met1.png
Scale bar: 20 um.
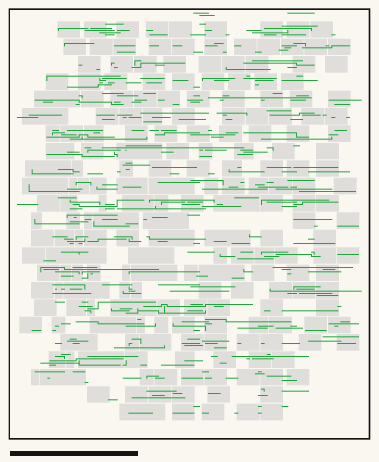
met2.png
Scale bar: 20 um.
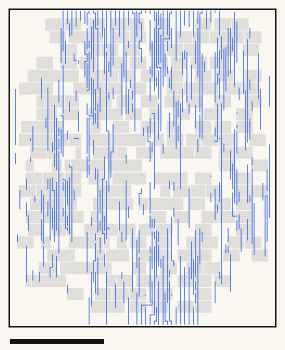
`src/rtl/xor_arbiter.sv`:
```
// xor_arbiter: NUM_REQ requesters share one per-bit XOR datapath.
// Define XOR_ARBITER_FIXED_PRIO_EN for fixed priority instead of round-robin.

module xor_module (
  input  logic a,
  input  logic b,
  output logic y
);
  assign y = a ^ b;
endmodule

module xor_arbiter #(
  parameter int NUM_REQ = 4,
  parameter int WIDTH   = 8,
  parameter int ID_W    = $clog2(NUM_REQ)
) (
  input  logic                     clk,
  input  logic                     rst_n,
  input  logic [NUM_REQ-1:0]       req_valid,
  output logic [NUM_REQ-1:0]       req_ready,
  input  logic [NUM_REQ*WIDTH-1:0] req_a,
  input  logic [NUM_REQ*WIDTH-1:0] req_b,
  output logic                     res_valid,
  input  logic                     res_ready,
  output logic [WIDTH-1:0]         res_data,
  output logic [ID_W-1:0]          res_id
);

  typedef enum logic {EMPTY, FULL} state_t;

  state_t          state;
  logic            load_en;
  logic            any;
  logic [ID_W-1:0] gnt;
  logic [WIDTH-1:0] op_a;
  logic [WIDTH-1:0] op_b;
  logic [WIDTH-1:0] xor_y;

`ifndef XOR_ARBITER_FIXED_PRIO_EN
  logic [ID_W-1:0] ptr;
  logic [ID_W-1:0] ptr_nxt;
`endif

  // Output register can take a new result when empty or being drained
  assign load_en = (state == EMPTY) || res_ready;

`ifdef XOR_ARBITER_FIXED_PRIO_EN
  // Fixed priority: lowest valid index wins (last assignment wins)
  always_comb begin
    any = 1'b0;
    gnt = '0;
    for (int k = NUM_REQ - 1; k >= 0; k--) begin
      if (req_valid[k]) begin
        any = 1'b1;
        gnt = ID_W'(k);
      end
    end
  end
`else
  // Round-robin: first valid index at or after ptr, wrapping
  always_comb begin
    int idx;
    logic [ID_W-1:0] cand;
    any  = 1'b0;
    gnt  = '0;
    idx  = 0;
    cand = '0;
    for (int k = NUM_REQ - 1; k >= 0; k--) begin
      idx  = (int'(ptr) + k) % NUM_REQ;
      cand = ID_W'(idx);
      if (req_valid[cand]) begin
        any = 1'b1;
        gnt = cand;
      end
    end
  end

  // Pointer moves just past the winner, wrapping at NUM_REQ-1
  always_comb begin
    ptr_nxt = gnt + 1'b1;
    if (int'(gnt) == NUM_REQ - 1) begin
      ptr_nxt = '0;
    end
  end
`endif

  // One-hot ready to the winner; held off while in reset
  always_comb begin
    req_ready = '0;
    if (rst_n && load_en && any) begin
      req_ready[gnt] = 1'b1;
    end
  end

  assign op_a = req_a[int'(gnt)*WIDTH +: WIDTH];
  assign op_b = req_b[int'(gnt)*WIDTH +: WIDTH];

  for (genvar i = 0; i < WIDTH; i++) begin : g_xor
    xor_module u_xor (
      .a(op_a[i]),
      .b(op_b[i]),
      .y(xor_y[i])
    );
  end

  // Result register FSM: load on transfer, empty when drained with no request
  always_ff @(posedge clk) begin
    if (!rst_n) begin
      state     <= EMPTY;
      res_valid <= 1'b0;
      res_data  <= '0;
      res_id    <= '0;
`ifndef XOR_ARBITER_FIXED_PRIO_EN
      ptr       <= '0;
`endif
    end else if (load_en) begin
      if (any) begin
        state     <= FULL;
        res_valid <= 1'b1;
        res_data  <= xor_y;
        res_id    <= gnt;
`ifndef XOR_ARBITER_FIXED_PRIO_EN
        ptr       <= ptr_nxt;
`endif
      end else begin
        state     <= EMPTY;
        res_valid <= 1'b0;
      end
    end
  end

endmodule

```
`config.mk`:
```
export PLATFORM = sky130hd
export DESIGN_NAME = xor_arbiter
export DESIGN_NICKNAME = d
export VERILOG_FILES = /design/src/rtl/xor_arbiter.sv
export SDC_FILE = /design/constraint.sdc
export NUM_CORES = 1
export LEC_CHECK = 0
export ABC_AREA = 0
export CAP_MARGIN = 20
export CORE_ASPECT_RATIO = 1.2
export CORE_MARGIN = 1
export CORE_UTILIZATION = 36
export DETAILED_ROUTE_END_ITERATION = 8
export MAX_ROUTING_LAYER = met4
export PLACE_DENSITY = 0.77
export RECOVER_POWER = 100
export SLEW_MARGIN = 20
export SYNTH_ARGS = -nofsm -noshare
export SYNTH_HDL_FRONTEND = slang
export SYNTH_HIERARCHICAL = 1
export SYNTH_SLANG_ARGS = --single-unit
```
`constraint.sdc`:
```
create_clock -name clk -period 2.5 [get_ports clk]
set_input_delay 0.25 -clock clk [delete_from_list [all_inputs] [get_ports clk]]
set_output_delay 0.25 -clock clk [all_outputs]
set_load 0.05 [all_outputs]
```
==> run notes <==
yosys + openroad results -> CTS HTree Levels=1, final hold slack=495.4 ps, # Post-CTS Setup Buffers=0, Startpoint Class=register, setup violators final=0, Nets=283, normalized max-slew margin=56.11%, Die W=56.14 um, XOR Share, Synth=5.534%, hold buffer count at CTS=0, RSZ-0062 raised after global routing=no, PnR worst setup slack=187.8 ps, cells in synth_stat.txt=124, crit path capture type=primary output, yosys adder share=0.9881%, YS warnings=6, flop2flop setup slack=430 ps, root buffer cell=clkbuf_8, CTS tree=done, post-DP HPWL=2848 um, pre-CTS setup slack=141.0 ps, Vias/cell=5.126, area added between synthesis and finish=75.20%, first-pass GRT wire length=5375 um, P_int=0.7070 mW, WL/cell=14.02 um, largest net degree at the start of global routing=21, Cell Pwr Density=523.9 nW/um^2, aoi share=8.399%, Finished Layout Cells=247, CTS sink count=13, yosys stat chip area=1266 sq um, max_cap viols=0, worst-path maximum fanout=6, top cells, area=mux2i_1 (47%), dfxtp_1 (21%), xor2_1 (5.5%), Cell variety after synth=30, combinational power share=60.4%, number of synthesized register bits=13, Main synth FF type=dfxtp_1, 1st-iter DRT viols=21, Leakage=0.9741 nW, Ports=86, GP Congestion=0.7347, CP max-delay cell=dfxtp_1, Gates resized, CTS repair=0, status=finished clean
## Picture notes: met1.png
The wires run mostly horizontal. The layer carries 1310 um of wire.

## Picture notes: met2.png
The layer carries 1920 um of wire. The wires run mostly vertical. 253 nets have wire on it. The layer holds 55% of the routed length. The longest straight run is 38.1 um.

[cell type report]
| class | instances | area share, % |
|---|---|---|
| clock buffer | 4 | 2.030 |
| inverter | 4 | 0.6768 |
| multi-input combinational | 99 | 40.78 |
| tap | 37 | 2.087 |
| sequential | 13 | 11.73 |
| timing repair buffer | 90 | 42.70 |
[critical path, delay by kind of cell, from the launching register on]
| kind | cells | cell delay, ps |
|---|---|---|
| DFF | 1 | 490 |
| buffers and inverters | 2 | 320 |
| AOI/OAI and AO/OA | 1 | 350 |
| adders and majority gates | 1 | 210 |
| muxes | 1 | 220 |
| and+or+nand+nor | 2 | 240 |
[per-layer routing]
layer	track usage, %	part of all wire (%)
met1	17.52	38
met2	36.76	55
met5	-	0
met3	3.301	5.1
met4	7.012	1.6
[state kept, by name, summed over array words and instances, names as in the netlist]
| name | cells |
|---|---|
| res_id | 2 |
| res_data | 8 |
| state | 1 |
| ptr | 2 |
[cell usage in the layout (no fill, tap or decap), types with 2 or more instances in the layout]
master	instances
clkbuf_8	3
dlygate4sd3_1	11
xor2_1	8
nor3_1	2
inv_1	2
nor2b_1	10
mux2i_1	59
clkbuf_1	2
nand2_1	3
inv_2	2
clkdlybuf4s50_1	70
dfxtp_1	13
a21oi_1	3
buf_12	6
[power by group through the flow]
stage                     logic [mW]  clock network, mW  registers [mW]
final                          0.702              0.190           0.270
after detailed placement       0.724                  0           0.276
after global routing           0.750              0.200           0.275
after global placement         0.711                  0           0.275
after CTS                      0.727              0.195           0.272
after floorplan                0.350                  0           0.391
[final timing paths]
| kind | endpoint | start | cells after the start |
|---|---|---|---|
| worst max-delay path | req_ready[2] | ptr[1] | 7 |
| worst min-delay path | state | state | 2 |
| worst max register to register | res_data[5] | ptr[1] | 8 |
| worst min register to register | state | state | 2 |
Power is estimated from default activity; no workload was simulated.
